Figure 1. I/O nets highlighted (run 1).
(4 px per um)
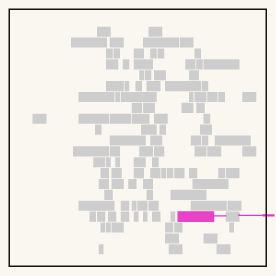
Figure 2. Cell placement (run 1).
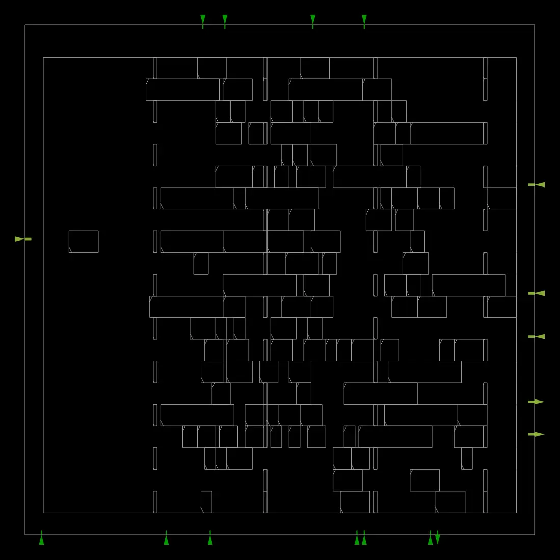
Figure 3. M2 wires (run 1).
(8 px per um)
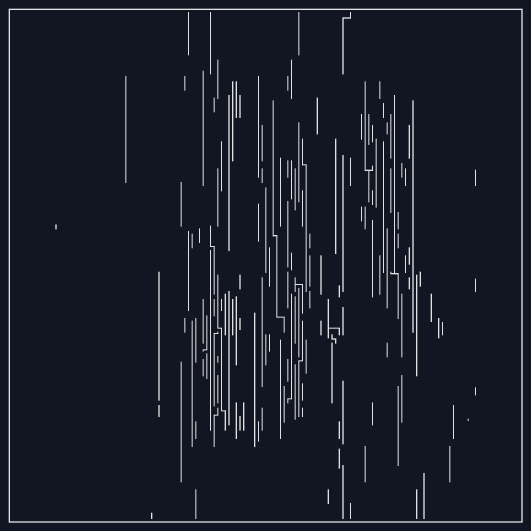
==> config.mk <==
export PLATFORM = sky130hd
export DESIGN_NAME = pwm_deadtime
export DESIGN_NICKNAME = d
export VERILOG_FILES = /design/src/rtl/pwm_pkg.sv /design/src/rtl/pwm_dt_counter.sv /design/src/rtl/pwm_deadtime.sv
export SDC_FILE = /design/constraint.sdc
export NUM_CORES = 1
export LEC_CHECK = 0
export CAP_MARGIN = 20
export CORE_MARGIN = 2
export CORE_UTILIZATION = 25
export CTS_CLUSTER_SIZE = 40
export DETAILED_ROUTE_END_ITERATION = 8
export GPL_ROUTABILITY_DRIVEN = 0
export GPL_TIMING_DRIVEN = 0
export PLACE_DENSITY = 0.48
export SLEW_MARGIN = 40
export SYNTH_ARGS = -nofsm -noshare
export SYNTH_HDL_FRONTEND = slang
export SYNTH_SLANG_ARGS = --single-unit
==> constraint.sdc <==
create_clock -name Clock -period 2.26 [get_ports Clock]
set_input_delay 0.452 -clock Clock [delete_from_list [all_inputs] [get_ports Clock]]
set_output_delay 0.452 -clock Clock [all_outputs]
set_load 0.01 [all_outputs]
==> flow_summary.ini, run 1 <==
; physical design summary
[outcome]
outcome = complete, no violations

[final_layout]
syn_to_final_growth_pct = 26.1
drive_gt1_share_pct = 11.5
nets = 130
largest_reg_flops = 8
antenna_cells = 0
most-common-layout-cells = 14 x dfrtp_1, 14 x clkdlybuf4s50_1, 9 x o21ai_0, 6 x clkbuf_1, 5 x nor3_1
fin_util_pct = 33.4

[route]
dr.pass1.iters = 4
viasPerCell = 4.77
wl_per_cell_um = 13.4
drcViolationCount = 0
ant_nets = 0

[yosys]
syn_avg_cell_area_um2 = 9.44
ys_chip_area_um2 = 897
syn_inst = 95
yosys.cell_types.count = 39
yosysSeqAreaShare_pct = 39.1
yosysCellCount = 95
yosys_warnings = 0
synth-edff-count = 0

[placed_design]
dp.final_hpwl_um = 1550
placed_area_um2 = 1090

[floorplanning]
die_y_um = 63.9
coreArea_um2 = 3390
dieArea_um2 = 4080
die_w_um = 63.9
core_util_floorplan_pct = 26.5

[clocking]
cts.htree.levels = 1
clock_latency_ps = 290
root_buffer = clkbuf_4
path_clk_slew_ps = 100
hold_buffers = 0
cts.sinks = 14
cts_tree = yes
clock_path_buffers = 2

[sta]
holdWs_ps = 512
finalSetupTns_ps = 0
finalSetupViolCount = 0
rsz0062_at_grt = no
worst-slew-pin-transition_ps = 588
drv_slew = 0
slew_headroom_pct = 60.8
period_used_pct = 94.9
fin_skew_ps = 9.67
clock.fmax_ghz = 0.466
fin_crit_ps = 2140

[setup_path]
cp_num_buf_inv = 3
crit_fanout = 8
worstPathCellList = inv_1, ha_1, or4b_1, buf_2, o211a_1, buf_6, mux2_4, o31ai_4
arrival_ps = 2350
cp.depth = 8
critPathLaunchType = flip-flop
r2r_slack_ps = 120
worstSetupEndpointType = flip-flop
path_class = flip-flop to flip-flop

[grt]
grt_pass1_vias = 752
grt.met3_usage_pct = 2.29
grt_busiest_layer = met1
overflow = 0
grt_pass1_wl_um = 3750
antenna_found_initial = 0
grt_max_degree = 15
grt_usage_pct = 12.0

[min_path]
hold_path.class = primary input to asynchronous set/reset pin

[power]
peakVddDrop_v = 0.000127
p_leak_nw = 0.459
powerDensity_nw_per_um2 = 546
Back to the opening pictures, Figure 1:
- High_Out: magenta (bits 1; direction output; end cells 1; buffers 1; wire 10.0 um)
number of I/O port buffers: 14
I/O Pins: 17

Back to the opening pictures, Figure 2:
non-filler instance count after layout: 159
row cnt: 21

Back to the opening pictures, Figure 3:
- main direction: vertical
- nets with wire on the layer: 99
- wire length on this layer: 938 um
- share of all routed wire: 44%
- longest straight run: 28.9 um
final WL: 2130 um
via count: 758
GR Util met2: 16.7%

==> run 1: cell usage after synthesis, types with 2 or more instances <==
master    instances  area, um2
clkbuf_1          6       22.5
a21oi_1           3       15.0
buf_2             2       10.0
nor4b_1           2       17.5
o21ai_0           9       45.0
a31oi_1           2       12.5
nand2b_1          2       12.5
nand2_1           2       7.51
dfrtp_1          14        350
ha_1              2       25.0
nor3_1            5       25.0
o31ai_1           3       22.5
a211oi_1          4       30.0
xnor2_1           2       17.5
and3_1            2       12.5
a311oi_1          2       17.5
nor2_1            3       11.3
inv_1             4       15.0
nor2b_1           4       25.0
xor2_1            3       26.3
==> run 1: final cells by class <==
class,count,area [um2]
Fill cell,361,2260
Multi-Input combinational cell,68,488
Sequential cell,14,350
Timing Repair Buffer,14,140
Tap cell,46,57.6
Buffer,9,43.8
Clock buffer,4,36.3
Inverter,4,15.0
==> run 1: cells by family (layout without fill, tap and decap cells) <==
family | count (synthesis) | in the layout | share of synthesized area [%]
flip-flops | 14 | 14 | 39.1
AND/OR/NAND/NOR | 28 | 28 | 19.2
buffers and inverters | 13 | 31 | 6.55
XOR/XNOR | 5 | 5 | 4.88
adder cells (fa/ha/maj) | 2 | 2 | 2.79
AND-OR/OR-AND | 31 | 31 | 24.7
multiplexers | 2 | 2 | 2.79
==> run 1: where the power goes <==
group | switching, mW | internal [mW] | leakage [nW] | total [mW]
sequential | 0.0104 | 0.262 | 0.188 | 0.272
combinational | 0.0829 | 0.0709 | 0.250 | 0.154
clock | 0.0929 | 0.0981 | 0.0210 | 0.191
total | 0.186 | 0.431 | 0.459 | 0.617
==> run 1: metal layers <==
layer  wire [um]  vias to the layer above
met1        1110                      359
met3          50                        2
li1            -                      389
met4          34                        0
met5           0                        -
met2         938                        8
==> run 1: through the flow <==
stage	setup slack [ps]	power, mW
finish	116	0.617
CTS	107	0.623
global placement	135	0.428
global route	7.50	0.655
floorplan	234	0.381
detailed placement	143	0.431
==> run 1 -> run 2 <==
Settings changed: DONT_BUFFER_PORTS set to 1, PLACE_DENSITY 0.48 to 0.42.
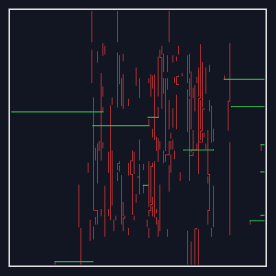
Figure 4: run 2, signal wires by layer.
(4 px per um) Two of the layers only.
- metal 2: red (wire length 864 um)
- metal 3: green (wire length 80.9 um)
via count: 702
final WL: 1970 um
routed length per instance: 13.6 um
gr usage total: 11.2%

==> flow_summary.ini, run 2 <==
; physical design summary
[outcome]
outcome = complete, no violations

[route]
drcViolationCount = 0
wl_met3_um = 80
ant_nets = 0
dr.pass1.iters = 4
drt-met1-wl_um = 970
dr.first_iter.drc_count = 47
topRoutingLayerUsed = met4
viasPerCell = 4.88
wl_met2_um = 863

[final_layout]
combGateArea_um2 = 488
finalInstanceArea_um2 = 977
finalNonFillerCells = 144
num-fill-cells = 360
syn_to_final_growth_pct = 8.93
largest_reg_flops = 8
nets = 116
antenna_cells = 0
lay_top_count = dfrtp_1
flop_area_um2 = 350
drive_gt1_share_pct = 12.2
most-common-layout-cells = 14 x dfrtp_1, 9 x o21ai_0, 6 x clkbuf_1, 5 x nor3_1

[sta]
slew_headroom_pct = 63.2
finalSetupTns_ps = 0
rsz0062_at_grt = no
worst-slew-pin-transition_ps = 551
period_used_pct = 94.9
finalSetupViolCount = 0
hold_viol = 0
drv_slew = 0
clock.fmax_ghz = 0.466
fin_skew_ps = 3.40
fin_crit_ps = 2140

[yosys]
synth.area.top_cells = dfrtp_1 39%, o21ai_0 5.0%, a211oi_1 3.3%
common_cells = 14 x dfrtp_1, 9 x o21ai_0, 6 x clkbuf_1
yosys.cell_types.count = 39
synth-edff-count = 0
numSynthFlops = 14
yosysSeqAreaShare_pct = 39.1
postSynth.asyncResetShare_pct = 100
ys_chip_area_um2 = 897
largest_area_cell = dfrtp_1
syn-cell-area_um2 = 897
yosys_warnings = 0
synthFlopType = dfrtp_1
yosysCellCount = 95
syn_avg_cell_area_um2 = 9.44
syn_nets = 111
synth.most_common_cell = dfrtp_1
syn_inst = 95
post-synth-top-area-fraction_pct = 39.1

[clocking]
cts.sinks = 14
cts_tree = yes
hold_buffers = 0
path_clk_slew_ps = 90
root_buffer = clkbuf_4
cts_setup_buffers = 0
clock_latency_ps = 280
numCtsBuffers = 3
cts-resized-gates = 0
cts.htree.levels = 1
clock_path_buffers = 2

[placed_design]
dp.final_hpwl_um = 1490
placed_cells = 141
io_buffers = 0
placed_area_um2 = 955

[job]
warning_count = 28
maxCapViolations = 0

[setup_path]
max_stage_delay_ps = 430
worstSetupEndpointType = flip-flop
critPathLaunchType = flip-flop
crit_fanout = 8
slowest_stage = dfrtp_1
cp.required_ps = 2460
rr_worst_depth = 8
r2r_slack_ps = 120
worstPathCellList = inv_1, ha_1, or4b_1, buf_2, o211a_1, buf_6, mux2_4, o31ai_4
arrival_ps = 2340
path_class = flip-flop to flip-flop

[floorplanning]
core_util_floorplan_pct = 26.5
die_w_um = 63.9
rows = 21
die_y_um = 63.9
dieArea_um2 = 4080
ios = 17

[grt]
grt_pass1_vias = 677
antenna_found_initial = 0
grt_max_degree = 15
grt_pass1_wl_um = 3480
overflow = 0

[power]
power_mw = 0.544
p_leak_nw = 0.398
peakVddDrop_v = 0.000149
powerDensity_nw_per_um2 = 556

[min_path]
hold_path.class = primary input to asynchronous set/reset pin
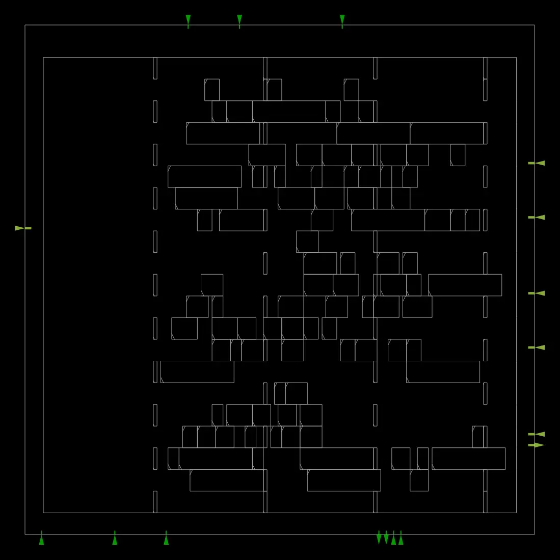
Figure 5: run 2, cell placement.
Finished Core Util: 28.8%
seq_cells: 14
core area: 3390 um2
register share of the cell area: 35.9%
Well Taps: 46

[run 2: cell counts after synthesis]
Identical to the previous run, type by type.
[run 2: through the flow]
step | worst slack [ps] | hold WS, ps
finish | 116 | 100
global route | 6.21 | 129
CTS | 96.6 | 116
detailed placement | 127 | 427
global placement | 146 | 430
floorplan | 234 | 341
[run 2: critical path, delay by kind of cell, from the launching register on]
kind            cells  cell delay [ps]
flops               1              430
simple gates        1              420
buf+inv             3              400
compound gates      2              370
mux                 1              310
fa+ha+maj           1              140
[run 2: where the power goes]
group          switching [mW]  leakage, nW  total, mW  internal [mW]
registers              0.0109        0.188      0.273          0.262
clock network          0.0804       0.0138      0.142         0.0617
logic                  0.0764        0.196      0.129         0.0521
total                   0.168        0.398      0.544          0.376
[run 2: cells by family after synthesis]
family / synth area share [%]
DFF: 39.1
adders and majority gates: 2.79
and+or+nand+nor: 19.2
xor gates and xnor gates: 4.88
muxes: 2.79
buffers and inverters: 6.55
AOI/OAI and AO/OA: 24.7
[run 2: routing by layer]
metal / GRT usage [%] / up-vias
met3: 3.35 / 4
li1: - / 363
met5: 0 / -
met1: 15.5 / 322
met4: 6.52 / 0
met2: 15.2 / 13
[run 2: area by class of cell]
type | count | share of cell area [%]
Multi-Input combinational cell | 68 | 49.9
Sequential cell | 14 | 35.9
Tap cell | 46 | 5.89
Buffer | 9 | 4.48
Clock buffer | 3 | 2.30
Inverter | 4 | 1.54
No activity file was given, so power comes from the tool's default toggle rates.
